**config.mk**
```make
export PLATFORM = sky130hd
export DESIGN_NAME = udcnt_mod
export DESIGN_NICKNAME = d
export VERILOG_FILES = /design/src/rtl/udcnt_mod.sv
export SDC_FILE = /design/constraint.sdc
export NUM_CORES = 1
export LEC_CHECK = 0
export CAP_MARGIN = 20
export CORE_AREA = 8 8 45 47
export CTS_BUF_LIST = sky130_fd_sc_hd__clkbuf_8
export CTS_CLUSTER_DIAMETER = 80
export DETAILED_ROUTE_END_ITERATION = 16
export DIE_AREA = 0 0 53 55
export SYNTH_ARGS = -nofsm -noshare
export SYNTH_HDL_FRONTEND = slang
export SYNTH_SLANG_ARGS = --single-unit
```
**constraint.sdc**
```tcl
create_clock -name clk -period 2.28 [get_ports clk]
set_clock_uncertainty 0.15 [all_clocks]
set_input_delay 0.456 -clock clk [delete_from_list [all_inputs] [get_ports clk]]
set_output_delay 0.456 -clock clk [all_outputs]
set_load 0.01 [all_outputs]
```
**src/rtl/udcnt_mod.sv**
```systemverilog
// Up/down counter with programmable modulus, wrap or saturate at the range
// ends, clock-enable prescaler, synchronous clamped load and a one-cycle
// terminal-count flag. All state updates on the falling edge of clk.
module udcnt_mod #(
    parameter int unsigned N        = 4,
    parameter int unsigned MAX      = 2**N - 1,
    parameter int unsigned SATURATE = 0,
    parameter int unsigned PRESCALE = 1
) (
    input  logic         clk,
    input  logic         rst_n,
    input  logic         en,
    input  logic         ud,
    input  logic         load,
    input  logic [N-1:0] d,
    output logic [N-1:0] q,
    output logic         tc
);

    localparam logic [N-1:0] MAX_V  = N'(MAX);
    localparam bit           SAT_EN = (SATURATE != 0);

    logic         step_c;
    logic [N-1:0] q_nxt;
    logic         tc_nxt;

    generate
        if (PRESCALE > 1) begin : g_pre
            localparam int unsigned    PW   = $clog2(PRESCALE);
            localparam logic [PW-1:0]  LAST = PW'(PRESCALE - 1);

            logic [PW-1:0] pre;
            logic [PW-1:0] pre_nxt;

            // Prescaler next state: cleared by load, advances on enable.
            always_comb begin
                pre_nxt = pre;
                if (load) begin
                    pre_nxt = '0;
                end else if (en) begin
                    if (pre == LAST) begin
                        pre_nxt = '0;
                    end else begin
                        pre_nxt = pre + PW'(1);
                    end
                end
            end

            // A count step fires on the enabled edge that wraps the prescaler.
            assign step_c = en && !load && (pre == LAST);

            // Prescaler register.
            always_ff @(negedge clk or negedge rst_n) begin
                if (!rst_n) begin
                    pre <= '0;
                end else begin
                    pre <= pre_nxt;
                end
            end
        end else begin : g_nopre
            assign step_c = en && !load;
        end
    endgenerate

    // Count and terminal-count next state; load wins over stepping.
    always_comb begin
        q_nxt  = q;
        tc_nxt = 1'b0;
        if (load) begin
            q_nxt = (d > MAX_V) ? MAX_V : d;
        end else if (step_c) begin
            if (!ud) begin
                if (q == MAX_V) begin
                    tc_nxt = 1'b1;
                    q_nxt  = SAT_EN ? MAX_V : '0;
                end else begin
                    q_nxt = q + N'(1);
                end
            end else begin
                if (q == '0) begin
                    tc_nxt = 1'b1;
                    q_nxt  = SAT_EN ? '0 : MAX_V;
                end else begin
                    q_nxt = q - N'(1);
                end
            end
        end
    end

    // Output registers.
    always_ff @(negedge clk or negedge rst_n) begin
        if (!rst_n) begin
            q  <= '0;
            tc <= 1'b0;
        end else begin
            q  <= q_nxt;
            tc <= tc_nxt;
        end
    end

endmodule

```
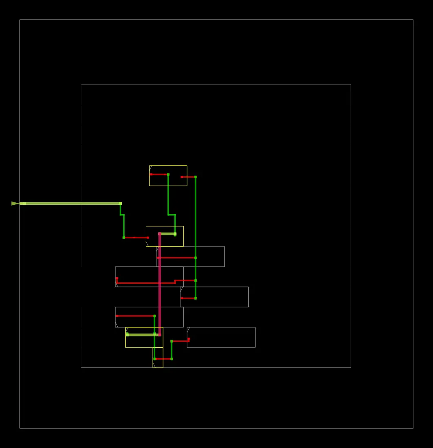
*Clock routing*
clock network power: 161 µW
flop count: 5

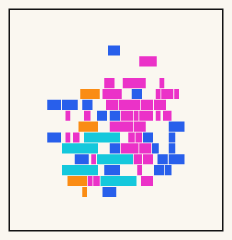
*Placed cells, one colour a class*
(4 px per µm)
Key: blue = remaining buffers and delay cells [cells 21, share of their area 29%]; magenta = combinational and other logic [cells 34, share of their area 43%]; orange = clock drivers and dummy loads [cells 4, share of their area 7.5%]; cyan = sequential cells [cells 5, share of their area 21%]
CORE AREA: 0.00138 mm²
Finished Cell Area: 621 µm²
post-layout util: 44.8%
flop share of the area: 20.2%

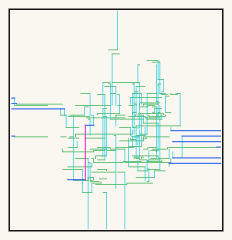
*Wiring by layer*
(4 px per µm)
Key: blue = metal 3 [wire length 81.5 µm]; cyan = metal 2 [wire length 414 µm]; magenta = metal 4 [wire length 13.6 µm]; green = metal 1 [wire length 438 µm]
drt wl/cell: 11.8 µm
final wirelength: 946 µm

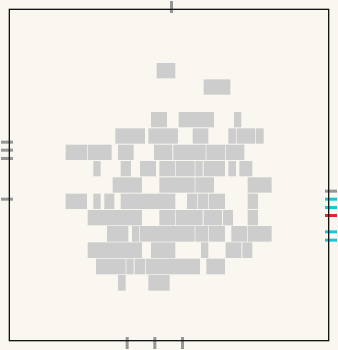
*Pin map*
(6 px per µm) Pins as bars across the die edge, other pins in grey.
Key: cyan = `q` [pins 4, direction output, edge right]; red = `en` [pins 1, direction input, edge right]
die height: 55 µm
port buffer count: 13
Die Wd: 53 µm

==> deck_impl_summary.md <==
Flow Results at a Glance

Outcome
  • Status: finished with violations
  • Failing checks: negative setup slack

Clock tree
  • H-tree Lvls: 1
  • Later-pin clock latency in the skew report: 240 ps
  • Cts bufs inserted: 3
  • Hold Buf Count CTS: 0
  • CTS tree: built
  • Root Driver: clkbuf_8
  • CTS clock-pin slew for the worst setup and hold paths: 30 ps
  • Post-CTS setup buffer count: 0
  • CTS max path bufs: 2
  • Clock sinks: 5

Global route
  • Largest net degree at the start of global routing: 8
  • First-pass GRT wire length: about 1.5 mm
  • Gr usage total: 7.29%
  • Initial antenna violation count: 0
  • Vias in the first global route: 369
  • Global route total overflow: 0

Routing
  • Drt drc: 0
  • DR vias: 355
  • Routed Antenna Nets: 0
  • Met3 Wirelength: 81 µm
  • Metal-1 WL: between 400 and 500 µm
  • Via density per instance: ~4.4
  • DR top layer: met4
  • Met2 wire len: 414 µm
  • Drt initial violations: 3
  • DR pass1 iterations: 4

STA
  • Worst Tran Pin Value: between 300 and 400 ps
  • Final hold vios: 0
  • RSZ-0062 raised after global routing: true
  • Final worst slack: -264 ps
  • Rel. slew slack: 78.9%
  • Final setup viols: 5
  • Max-slew violations: 0

Min path
  • Hold Path Origin: q[2]
  • Worst min-delay path class: flop to flop
  • Hold depth: 3

Logic synthesis
  • Yosys reg bits: 5
  • Syn_area_per_cell: 8.60 µm²
  • Ys Warns: 0
  • Post-synth cell types: 20
  • Yosys cell count: around 40
  • Yosys Chip Area: 344 µm²
  • Post-synth seq share: around 36%
  • Syn nets: about 50
  • Post-synthesis cell area: 344 µm²
  • Post-synth area hogs: dfrtn_1, xnor2_1, ha_1, o21ai_1, inv_1
  • Cell count after synthesis: roughly 40
  • Max-area cell share: 36.4%
  • Cell type with the largest total area: dfrtn_1

Floorplan
  • Site Rows: 14
  • Initial Util: between 20 and 25%
  • # IOs: 14
  • Die area: approximately 0.0029 mm²

Setup path
  • CP cell instances: buf_6
  • Worst setup path end: q[0]
  • Worst Setup SP: q[0]
  • CP Data Required Time: 1670 ps
  • Setup crit start kind: flop
  • Crit Path Category: flop to primary output
  • Crit path capture type: primary output
  • WP depth: 1
  • Slowest cell on crit path: dfrtn_1
  • CP Max Fanout: 2
  • Reg2Reg Depth: 6
  • Worst reg2reg startpoint: q[0]
  • R2r setup slk: 410 ps
  • CP top delay family: flip-flops
  • Capturing point of the worst reg2reg path: q[3]
  • Buf/Inv on CP: 1
  • Arr. time, crit path: 1940 ps
  • Crit-path max cell delay: 440 ps

Place
  • Gpl congestion: 0.721
  • Placed Instance Area: 564 µm²
  • Setup Slack @ Placement: -673 ps
  • Hpwl dp: 754 µm

Pwr
  • P_int: 291 µW
  • Register share of total power: 25.9%
  • Switching power total: 116 µW
  • Clock power share: between 30% and 40%
  • Leakage: 0.000300 µW
  • PD cells: 656 mW/mm²
  • Total Power: 407 µW
  • Peak supply drop: 314 µV
  • Sw frac: 28.5%
  • Part of the power in combinational logic: about a third

Layout
  • Share of layout cells above drive strength 1: 42.2%
  • Layout area overhead: 80.4%
  • Diode count: 0
  • Nets@finish: approximately 76

Run
  • OpenROAD warnings: 30
  • MaxCap Viol Count: 0
-- cells by family (layout without fill, tap and decap cells) --
logic type	after synthesis	count (layout)	share of synthesized area [%]
simple gates	13	13	21.1
compound gates	12	12	22.2
flops	5	5	36.4
buf+inv	5	29	5.45
xor+xnor	3	3	7.64
fa+ha+maj	2	2	7.27
-- flip-flops by register name, indices dropped and copies added (netlist names) --
| register | cells |
|---|---|
| q | 4 |
| tc | 1 |
-- through the flow --
stage	hold slack, ps	setup TNS (ps)	cells
finish	479	-1180	80
global route	525	-1320	80
CTS	482	-1210	80
detailed placement	486	-5160	76
global placement	477	-5230	76
floorplan	440	-259	40
-- area by class of cell --
class | instances | area (µm²)
flip-flops and latches | 5 | 125
repair buffers | 21 | 174
clock inverters | 1 | 3.75
fillers | 141 | 763
inverters | 4 | 15.0
clock buffers | 3 | 41.3
multi-input cells | 30 | 241
well taps | 16 | 20.0
-- worst min-delay path by stage --
| stage | end | slack [ps] |
|---|---|---|
| CTS | tc | 480 |
| finish | tc | 480 |
| global placement | tc | 480 |
| global route | tc | 520 |
| floorplan | q[2] | 440 |
| detailed placement | tc | 490 |
-- power by group through the flow --
stage	Clock, µW	Combinational, µW	Sequential, µW
6_report	161	140	105
5_1_grt	174	153	106
4_1_cts	163	132	105
2_1_floorplan	0	56.7	118
3_5_place_dp	0	134	106
3_3_place_gp	0	134	106
-- Yosys cell counts, drive strengths merged --
master,count
nand2,4
and2,1
o311ai,1
ha,2
xnor2,3
a211o,1
or4b,1
nor2b,1
a221oi,1
a21oi,1
nor2,2
nand2b,2
clkbuf,1
o31a,1
o21ai,6
dfrtn,5
inv,4
a31oi,1
nor3b,2
-- what timing repair did --
item,CTS,global route
hold endpoints to repair,0,0
endpoints found under the setup margin,10,9
resized,38,6
pin swaps,5,3
-- placed cells by master, fill, tap and decap left out, types with 2 or more instances in the layout --
| master | count |
|---|---|
| buf_2 | 4 |
| buf_4 | 8 |
| buf_6 | 3 |
| clkbuf_8 | 3 |
| clkdlybuf4s50_1 | 4 |
| dfrtn_1 | 5 |
| ha_1 | 2 |
| inv_1 | 5 |
| nand2_1 | 4 |
| nor2_1 | 2 |
| nor3b_1 | 2 |
| o21ai_1 | 3 |
| o21ai_2 | 2 |
| xnor2_2 | 2 |
-- routing by layer --
metal  track usage (%)  vias to the layer above
li1                  -                      188
met1              7.96                      153
met2              10.9                       12
met3              3.48                        2
met4              5.17                        0
met5                 0                        -
No activity file was given, so power comes from the tool's default toggle rates.
